[src/rtl/cnn_pkg.sv]
// Shared CNN pipeline constants and the argmax FSM state type.
package cnn_pkg;

    localparam int NUM_CLASSES = 10;
    localparam int DATA_WIDTH  = 16;

    localparam logic signed [DATA_WIDTH-1:0] SCORE_MIN = {1'b1, {(DATA_WIDTH-1){1'b0}}};

    typedef enum logic [1:0] {
        ST_IDLE     = 2'd0,
        ST_COLLECT  = 2'd1,
        ST_FINALIZE = 2'd2,
        ST_DONE     = 2'd3
    } argmax_state_t;

endpackage

[src/rtl/argmax_top2_update.sv]
// Combinational top-2 tracker step: folds one (score, index) into the running best/second.
module argmax_top2_update #(
    parameter int DATA_WIDTH = 16,
    parameter int ADDR_WIDTH = 4
) (
    input  logic signed [DATA_WIDTH-1:0] best,
    input  logic signed [DATA_WIDTH-1:0] second,
    input  logic        [ADDR_WIDTH-1:0] best_idx,
    input  logic signed [DATA_WIDTH-1:0] data,
    input  logic        [ADDR_WIDTH-1:0] addr,
    output logic signed [DATA_WIDTH-1:0] best_next,
    output logic signed [DATA_WIDTH-1:0] second_next,
    output logic        [ADDR_WIDTH-1:0] best_idx_next
);

    logic win;

    // Equal scores go to the lower index so the result does not depend on arrival order.
    assign win = (data > best) || ((data == best) && (addr < best_idx));

    always_comb begin
        best_next     = best;
        second_next   = second;
        best_idx_next = best_idx;
        if (win) begin
            second_next   = best;
            best_next     = data;
            best_idx_next = addr;
        end else if (data >= second) begin
            second_next = data;
        end
    end

endmodule

[src/rtl/argmax_classifier.sv]
// Streaming argmax over the FC output write stream: predicted class, score and top-1/top-2 margin.
module argmax_classifier #(
    parameter int NUM_CLASSES = cnn_pkg::NUM_CLASSES,
    parameter int DATA_WIDTH  = cnn_pkg::DATA_WIDTH,
    parameter int ADDR_WIDTH  = $clog2(NUM_CLASSES)
) (
    input  logic                  clk,
    input  logic                  reset,
    input  logic                  start,
    input  logic [DATA_WIDTH-1:0] in_data,
    input  logic [ADDR_WIDTH-1:0] in_addr,
    input  logic                  in_valid,
    input  logic                  in_last,
    output logic [ADDR_WIDTH-1:0] class_idx,
    output logic [DATA_WIDTH-1:0] max_val,
    output logic [DATA_WIDTH:0]   margin,
    output logic                  result_valid,
    output logic                  busy,
    output logic                  error
);

    import cnn_pkg::*;

    localparam logic signed [DATA_WIDTH-1:0] SCORE_FLOOR = {1'b1, {(DATA_WIDTH-1){1'b0}}};

    argmax_state_t                state_reg;
    logic [NUM_CLASSES-1:0]       bitmap_reg;
    logic signed [DATA_WIDTH-1:0] best_reg;
    logic signed [DATA_WIDTH-1:0] second_reg;
    logic [ADDR_WIDTH-1:0]        best_idx_reg;
    logic                         err_reg;
    logic [ADDR_WIDTH-1:0]        class_idx_reg;
    logic [DATA_WIDTH-1:0]        max_val_reg;
    logic [DATA_WIDTH:0]          margin_reg;
    logic                         result_valid_reg;
    logic                         error_reg;

    logic signed [DATA_WIDTH-1:0] best_next;
    logic signed [DATA_WIDTH-1:0] second_next;
    logic [ADDR_WIDTH-1:0]        best_idx_next;
    logic [NUM_CLASSES-1:0]       hit;
    logic                         in_range;
    logic                         duplicate;
    logic                         set_bad;
    logic [DATA_WIDTH:0]          margin_next;

    // One-hot decode of the incoming address; an all-zero vector means out of range.
    for (genvar gi = 0; gi < NUM_CLASSES; gi++) begin : g_hit
        assign hit[gi] = (in_addr == ADDR_WIDTH'(gi));
    end

    assign in_range  = |hit;
    assign duplicate = |(hit & bitmap_reg);
    assign set_bad   = err_reg | ~(&bitmap_reg);

    // Sign-extend both operands so best - second never overflows.
    assign margin_next = {best_reg[DATA_WIDTH-1], best_reg} - {second_reg[DATA_WIDTH-1], second_reg};

    argmax_top2_update #(
        .DATA_WIDTH (DATA_WIDTH),
        .ADDR_WIDTH (ADDR_WIDTH)
    ) u_top2 (
        .best          (best_reg),
        .second        (second_reg),
        .best_idx      (best_idx_reg),
        .data          ($signed(in_data)),
        .addr          (in_addr),
        .best_next     (best_next),
        .second_next   (second_next),
        .best_idx_next (best_idx_next)
    );

    always_ff @(posedge clk) begin
        if (reset) begin
            state_reg        <= ST_IDLE;
            bitmap_reg       <= '0;
            best_reg         <= '0;
            second_reg       <= '0;
            best_idx_reg     <= '0;
            err_reg          <= 1'b0;
            class_idx_reg    <= '0;
            max_val_reg      <= '0;
            margin_reg       <= '0;
            result_valid_reg <= 1'b0;
            error_reg        <= 1'b0;
        end else begin
            result_valid_reg <= 1'b0;
            case (state_reg)
                ST_IDLE: begin
                    if (start) begin
                        best_reg     <= SCORE_FLOOR;
                        second_reg   <= SCORE_FLOOR;
                        best_idx_reg <= '0;
                        bitmap_reg   <= '0;
                        err_reg      <= 1'b0;
                        error_reg    <= 1'b0;
                        state_reg    <= ST_COLLECT;
                    end
                end
                ST_COLLECT: begin
                    if (in_valid) begin
                        if (!in_range || duplicate) begin
                            err_reg <= 1'b1;
                        end else begin
                            bitmap_reg   <= bitmap_reg | hit;
                            best_reg     <= best_next;
                            second_reg   <= second_next;
                            best_idx_reg <= best_idx_next;
                        end
                    end
                    if (in_last) begin
                        state_reg <= ST_FINALIZE;
                    end
                end
                ST_FINALIZE: begin
                    // Results land as DONE is entered so result_valid is high during DONE.
                    err_reg          <= set_bad;
                    class_idx_reg    <= best_idx_reg;
                    max_val_reg      <= best_reg;
                    margin_reg       <= margin_next;
                    error_reg        <= set_bad;
                    result_valid_reg <= 1'b1;
                    state_reg        <= ST_DONE;
                end
                default: begin
                    state_reg <= ST_IDLE;
                end
            endcase
        end
    end

    assign class_idx    = class_idx_reg;
    assign max_val      = max_val_reg;
    assign margin       = margin_reg;
    assign result_valid = result_valid_reg;
    assign error        = error_reg;
    assign busy         = (state_reg != ST_IDLE);

endmodule

[config.mk]
export PLATFORM = sky130hd
export DESIGN_NAME = argmax_classifier
export DESIGN_NICKNAME = d
export VERILOG_FILES = /design/src/rtl/cnn_pkg.sv /design/src/rtl/argmax_top2_update.sv /design/src/rtl/argmax_classifier.sv
export SDC_FILE = /design/constraint.sdc
export NUM_CORES = 1
export LEC_CHECK = 0
export ABC_CLOCK_PERIOD_IN_PS = 4650
export CAP_MARGIN = 20
export CELL_PAD_IN_SITES_DETAIL_PLACEMENT = 1
export CELL_PAD_IN_SITES_GLOBAL_PLACEMENT = 1
export CORE_ASPECT_RATIO = 2
export CORE_MARGIN = 2
export CORE_UTILIZATION = 25
export CTS_CLUSTER_SIZE = 30
export DETAILED_ROUTE_END_ITERATION = 6
export GPL_TIMING_DRIVEN = 0
export PLACE_DENSITY = 0.62
export SLEW_MARGIN = 40
export SYNTH_ARGS = -nofsm -noshare
export SYNTH_HDL_FRONTEND = slang
export SYNTH_SLANG_ARGS = --single-unit
[constraint.sdc]
create_clock -name clk -period 4.65 [get_ports clk]
set_input_delay 0.93 -clock clk [delete_from_list [all_inputs] [get_ports clk]]
set_output_delay 0.93 -clock clk [all_outputs]
set_load 0.01 [all_outputs]
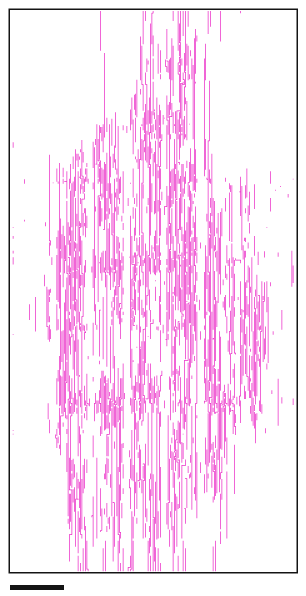
Figure 1: run 1, the metal 2 layer.
Scale bar: 20 um.
main direction	vertical
nets with wire on the layer	705
share of all routed wire	58%
wire length on this layer	10600 um

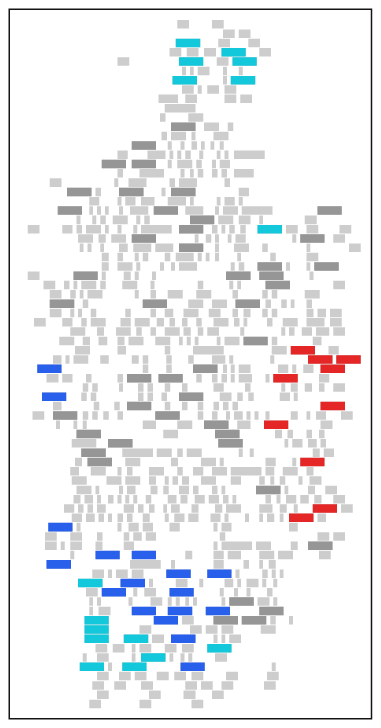
Figure 2: run 1, sequential cells coloured by netlist name.
netlist name	colour	flops
`max_val`	cyan	16
`bitmap_reg`	red	10
`margin`	blue	17
not coloured	45

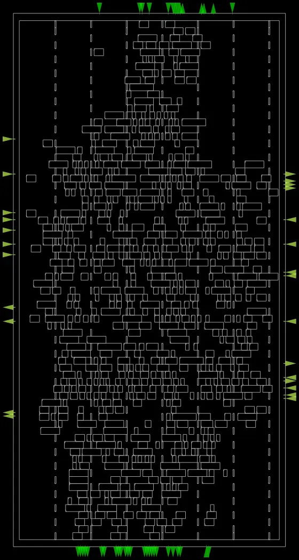
Figure 3: run 1, placed standard cells.
Core Region: 0.0203 sq mm
Site Rows: 74
number of tap cells inserted: 266

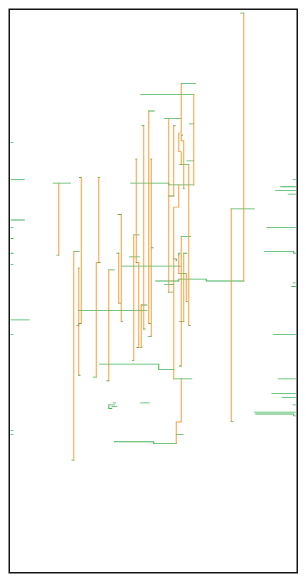
Figure 4: run 1, routed metal, one colour a layer.
Only two layers are drawn.
layer	colour	wire length
M4	orange	1320 um
M3	green	406 um

-- run 1: where the power goes --
part,switching (mW),total (mW),leakage (nW),internal (mW)
Clock,0.382,0.767,0.150,0.386
Sequential,0.0786,0.913,0.711,0.834
Combinational,0.853,1.38,1.40,0.531
-- run 1: area by class of cell --
| class | count | area [sq um] | share of cell area (%) |
|---|---|---|---|
| Sequential cell | 88 | 1760 | 27.4 |
| Buffer | 30 | 161 | 2.51 |
| Clock buffer | 9 | 225 | 3.51 |
| Clock inverter | 7 | 81.3 | 1.27 |
| Inverter | 45 | 169 | 2.63 |
| Multi-Input combinational cell | 433 | 3050 | 47.5 |
| Timing Repair Buffer | 64 | 641 | 9.97 |
| Tap cell | 266 | 333 | 5.18 |
==> notes.org, run 1 <==
#+TITLE: Physical design notes

** Placed design
- Detailed-placement wirelength estimate :: 15100 um
- Prior to clock tree synthesis, the placed netlist has a worst setup slack of 0.445 ns.
- RePlAce ended its routability-driven mode at a weighted congestion of 0.925.

** Hold path
- Looking at the hold checks, the worst path lands on second_reg[3]$_SDFFE_PP0P_.

** Synthesis
- Yosys reports the multiplexer fraction of the synthesized area as 7.20%.
- Synthesized-area fraction occupied by adder cells :: 13.8%
- At floorplan, the net count of the design was reported as 677.
- Most popular library cell in the synthesized design by count :: dfxtp_1
- Post-Syn Instances :: just under 600
- Count of warnings emitted by yosys :: 0
- Of the total synthesized cell area, the portion taken by AND-OR and OR-AND cells is 19.0%.
- Counting flops with a built-in enable in the synthesized netlist gives 0.
- Of all cell types, the one taking the most synthesized area is dfxtp_1.

** Global route
- Antenna violations before repair :: 0
- Met1 track utilization from global routing :: 15.3%
- Maximum number of pins on one net before global-route repair :: 20

** Route
- Wire segments on met3 add up to 405 um in the final route.
- Iteration tally of the first detailed-router pass :: 4
- Total via count in the routed design :: 4842
- Routed via count divided by cell count :: 5.14

** Run status
- Result of the run :: complete, no violations

** Run
- The logs give a warning total of 29.
- Number of max-capacitance violations reported :: 0

** Clock tree
- CTS reports a maximum clock tree buffer depth of 2.
- TritonCTS built the clock tree.

** Layout
- Share of the core filled with cells in the final layout :: between 30% and 40%
- Fraction of final layout cells sized beyond drive strength 1 :: 5.62%

** Power
- Per the OpenROAD power report, leakage power amounts to 2.26 nW.

** STA
- Max-slew check failures listed in the final report amount to 0.
- Final-report hold violation count :: 0
- Hold slack final :: around 0.47 ns
- The clock arrives with 0.0138 ns of skew.

** Worst setup path
- Number of logic stages on the critical path including buffering :: 11
- Stage delay of the slowest cell on the critical path :: 0.52 ns
- Worst setup path category :: in2reg
- For reference, the critical path is launched at in_data[7].

** Die
- Number of placed I/O pins :: 65
- The horizontal die dimension reported for this design is 105 um.
Figure 5. Wires at chosen ports, followed through buffers (run 1).
Scale bar: 20 um.
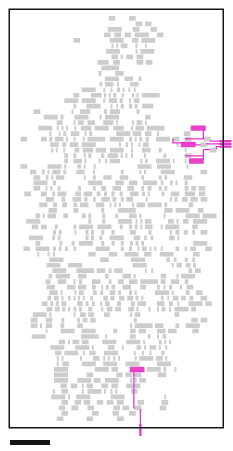

==> run 2, diff against run 1 <==
--- a/config.mk
+++ b/config.mk
@@ -5,7 +5,7 @@
 export SDC_FILE = /design/constraint.sdc
 export NUM_CORES = 1
 export LEC_CHECK = 0
-export ABC_CLOCK_PERIOD_IN_PS = 4650
+export ABC_CLOCK_PERIOD_IN_PS = 3250
 export CAP_MARGIN = 20
 export CELL_PAD_IN_SITES_DETAIL_PLACEMENT = 1
 export CELL_PAD_IN_SITES_GLOBAL_PLACEMENT = 1
@@ -15,7 +15,7 @@
 export CTS_CLUSTER_SIZE = 30
 export DETAILED_ROUTE_END_ITERATION = 6
 export GPL_TIMING_DRIVEN = 0
-export PLACE_DENSITY = 0.62
+export PLACE_DENSITY = 0.64
 export SLEW_MARGIN = 40
 export SYNTH_ARGS = -nofsm -noshare
 export SYNTH_HDL_FRONTEND = slang
==> constraint.sdc (replaced) <==
create_clock -name clk -period 3.25 [get_ports clk]
set_input_delay 0.65 -clock clk [delete_from_list [all_inputs] [get_ports clk]]
set_output_delay 0.65 -clock clk [all_outputs]
set_load 0.01 [all_outputs]
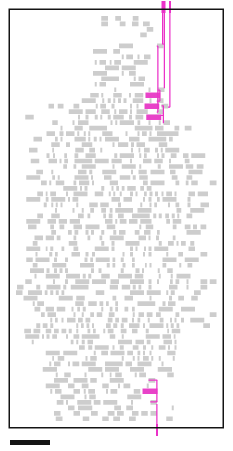
Figure 6: run 2, wires at chosen ports, followed through buffers.
Scale bar: 20 um.
port	colour	bits	direction	end cells	buffers	wire
`class_idx`	magenta	4	output	4	4	186 um

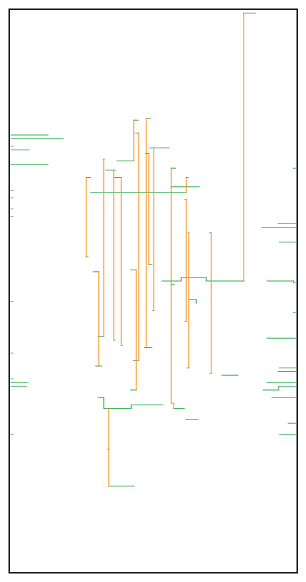
Figure 7: run 2, routed metal, one colour a layer.
Only two layers are drawn.
layer	colour	wire length
M4	orange	950 um
M3	green	363 um

==> notes.org, run 2 <==
#+TITLE: Physical design notes

** Power
- Total sequential power :: 1.30 mW
- Largest vdd supply drop :: about 250 uV
- The net switching power in the latest report is approximately 1.8 mW.
- Dominant power group :: combinational cells
- Per the OpenROAD power report, leakage power amounts to roughly 2.4 nW.
- Power share of the sequential group :: 29.5%
- The power report lists cell-internal power as 2.60 mW.
- Reported combinational group power :: 2.01 mW
- The clock network power reported by the tool is 1.10 mW.
- Combinational power share :: 45.5%

** Layout
- Leading cell kind :: logic gates
- Sequential cell count :: 88
- Fraction of final layout cells sized beyond drive strength 1 :: approximately 8.7%
- Most common library cell in the layout ignoring fill and taps :: dfxtp_1
- Inverters excl. clock :: 45
- The final report gives the core utilization as 32.3%.
- Total area of sequential cells :: 0.00176 sq mm
- Most numerous logic cells after layout :: dfxtp_1 (88), nor2_1 (70), a21oi_1 (56)
- Number of logic gates :: 433
- Clock buffer count in the final layout :: 9
- Signal buf overhead :: roughly an eighth
- Leaving out buffers and inverters, the combinational logic in the layout accounts for 0.00315 sq mm.
- The final layout report lists a non-clock buffer count of 97.
- The layout report lists the clock-cell share of area as between 4 and 5%.

** Clock tree
- Clock tree from TritonCTS :: yes
- Counting along the longest clock path gives a buffer depth of 2.
- In this run the clock root is driven by a clkbuf_16.
- Clock tree synthesis found a total of a little under 90 sinks.
- Post-CTS repair changed the size of 16 cells.

** Placed design
- Instance area at placement :: slightly above 0.006 sq mm
- The final weighted congestion recorded by global placement is 0.806.
- Worst slack, placed :: -0.663 ns
- The wire-length estimate of the detail-placed layout is between 10000 and 15000 um.

** STA
- Hold slack final :: 0.474 ns
- Final-report hold violation count :: 0
- The final timing report lists clock skew as 0.0121 ns.
- Slew Viols, Final :: 0

** Die
- Width of the chip :: 105 um
- In this run the standard cell core region covers between 0.02 and 0.025 sq mm.
- Number of placed I/O pins :: 65
- Site Rows :: 74
- Number of tap cells inserted :: approximately 270

** Route
- Routed via count divided by cell count :: 4.92
- Final routed DRC violation total :: 0
- Total via count in the routed design :: 4652
- In this run, the number of DRC markers left after iteration 0 of detailed routing was 140.
- Before antenna repair, the detailed router went through 4 iterations.

** Run
- The run reported a max-capacitance violation count of 0.

** Global route
- Maximum number of pins on one net before global-route repair :: 17
- Antenna violations before repair :: 0

** Synthesis
- Number of nets produced by synthesis :: about 680
- In the synthesized netlist, the number of instances is slightly below 600.
- The synthesis report lists the Yosys warning total as 0.
- After synthesis, the largest area contributor takes up 34.3% of total cell area.
- Count of library flops with an enable pin :: 0
- Post-synth top area cell :: dfxtp_1
- Most popular library cell in the synthesized design by count :: dfxtp_1

** Worst setup path
- Per STA, the startpoint of the critical path is in_data[6].
- Worst setup path category :: in2reg

** Run status
- Result of the run :: complete, no violations

** Hold path
- Hold analysis lists the worst path endpoint as second_reg[3]$_SDFFE_PP0P_.
## run 2: routing by layer
layer | routed length [um] | GRT usage, %
met1 | 5830 | 14.2
met4 | 949 | 10.4
met2 | 10500 | 34.3
met3 | 362 | 1.98
met5 | 0 | 0
## run 2: cell families after synthesis
group,Yosys count,share of synthesized area [%]
xor+xnor,10,1.70
compound gates,137,19.0
fa+ha+maj,56,13.8
flops,88,34.3
simple gates,193,17.7
mux,37,7.20
buf+inv,75,6.40
## run 2: worst max-delay path, cell delays in order
cell and delay [ns]:
clkdlybuf4s50_1 0.50, ha_1 0.37, and3_1 0.22, a221oi_2 0.25, a21oi_2 0.11, o21ba_1 0.19
o2111a_2 0.28, or4_4 0.43, buf_6 0.16, buf_12 0.14, o2bb2ai_2 0.14
==> run 3, diff against run 2 <==
--- a/config.mk
+++ b/config.mk
@@ -14,6 +14,7 @@
 export CORE_UTILIZATION = 25
 export CTS_CLUSTER_SIZE = 30
 export DETAILED_ROUTE_END_ITERATION = 6
+export GPL_ROUTABILITY_DRIVEN = 1
 export GPL_TIMING_DRIVEN = 0
 export PLACE_DENSITY = 0.64
 export SLEW_MARGIN = 40
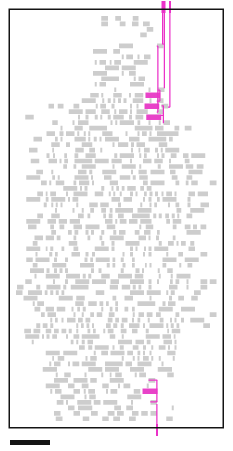
Figure 8: run 3, wires at chosen ports, followed through buffers.
Scale bar: 20 um.
port	colour	bits	direction	end cells	buffers	wire
`class_idx`	magenta	4	output	4	4	186 um

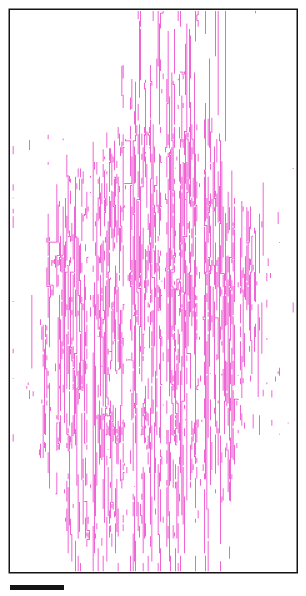
Figure 9: run 3, the metal 2 layer.
Scale bar: 20 um.
longest straight run	77.0 um
share of all routed wire	59%
wire length on this layer	10500 um
nets with wire on the layer	682

==> notes.org, run 3 <==
#+TITLE: Physical design notes

** Route
- According to the report, the first pass of detailed routing completed in 4 iterations.
- The detailed router reports a met2 wire length of 10500 um.
- Met1 wire length :: 5830 um
- Met3 wire length :: approximately 360 um
- The routed layout reports a DRC error count of 0.
- Initial detailed-routing violation count :: 140

** Power
- In this run switching power makes up 41.0% of total power.
- Dominant power group :: combinational cells
- Cell internal pwr :: 2.60 mW
- The clock network burns between 20 and 30% of the power.
- The power report lists the sequential group at 1.30 mW.
- Registers are responsible for between 20 and 30% of the overall power.
- In this run, power in combinational logic comes to slightly above 2 mW.
- Leakage :: 2.39 nW

** Synthesis
- Area fraction in xor and xnor cells :: 1.70%
- In the synthesized netlist, the dominant kind of combinational cell is AND-OR/OR-AND gates.
- Sorting the synthesis cell report by count puts at the top dfxtp_1.
- After Yosys synthesis, full adders, half adders and majority gates account for ~14% of the synthesized area.
- The area fraction of the largest cell type after synthesis is 34.3%.
- Count of library flops with an enable pin :: 0
- Per the synthesis report, the simple-gate share of the synthesized area is 17.7%.
- Post-synth top area cell :: dfxtp_1
- Number of nets produced by synthesis :: around 680
- Multiplexer cells account for between 7 and 8% of the synthesized area.
- Post-Syn Instances :: 596

** Run status
- Result of the run :: complete, no violations

** Worst setup path
- Critical path buffers and inverters :: 3
- The cell sequence reported for the critical path is clkdlybuf4s50_1 > ha_1 > and3_1 > a221oi_2 > a21oi_2 > o21ba_1 > o2111a_2 > or4_4 > buf_6 > buf_12 > o2bb2ai_2.
- Cell class contributing the biggest share of worst-path delay :: AND-OR/OR-AND gates
- Per STA, the highest per-stage delay on the worst path measures 0.50 ns.

** Placed design
- The wire-length estimate of the detail-placed layout is 14400 um.
- Instance area at placement :: approximately 0.006 sq mm
- At the placement stage, the worst setup path has a slack of -0.663 ns.
- Weighted congestion at the end of routability-driven global placement :: 0.806

** Die
- According to the I/O placement log, the pin count is 65.
- Site Rows :: ~74

** STA
- Worst Skew :: 0.0121 ns
- Slew Viols, Final :: 0
- The most critical hold endpoint after final layout shows a slack of approximately 0.47 ns.

** Clock tree
- Per the CTS log, the buffer count on the longest clock path is 2.
- Per the CTS log, the root buffer master is clkbuf_16.
- Number of gates resized after CTS :: 16
- TritonCTS reports the number of clock sinks as 88.

** Layout
- Per the layout area report, the sequential fraction of cell area is 26.9%.
- The layout report lists the multi-input gate area as 0.00315 sq mm.
- Total area of sequential cells :: roughly 0.0018 sq mm
- Counting the inverters off the clock network in the layout gives 45.
- Most numerous logic cells after layout :: dfxtp_1 (88), nor2_1 (70), a21oi_1 (56)
- There are 88 flip-flops and latches.
- Most common library cell in the layout ignoring fill and taps :: dfxtp_1
- Count of plain and timing-repair buffers :: 97
- For this run, combinational gates with multiple inputs come to about 430.
- For this run, the share of the core covered by cells in the final layout is about 32%.
- Combinational share of cell area :: 48.0%
- Clock network area share :: 4.62%

** Global route
- Met1 track utilization from global routing :: 14.2%
-- run 3: cell counts in the layout (fill, tap and decap cells not counted) --
No cell type changed its count.
-- run 3: path summary, 6_finish.rpt --
check | from | to | slack, ns | cells after the start
worst max-delay path | in_data[6] | second_reg[9]$_SDFFE_PP0P_ | 0.10 | 11
worst min-delay path | second_reg[3]$_SDFFE_PP0P_ | second_reg[3]$_SDFFE_PP0P_ | 0.47 | 1
worst max register to register | best_reg[5]$_SDFFE_PP0P_ | second_reg[9]$_SDFFE_PP0P_ | 0.31 | 12
worst min register to register | second_reg[3]$_SDFFE_PP0P_ | second_reg[3]$_SDFFE_PP0P_ | 0.47 | 1
No activity file was given, so power comes from the tool's default toggle rates.
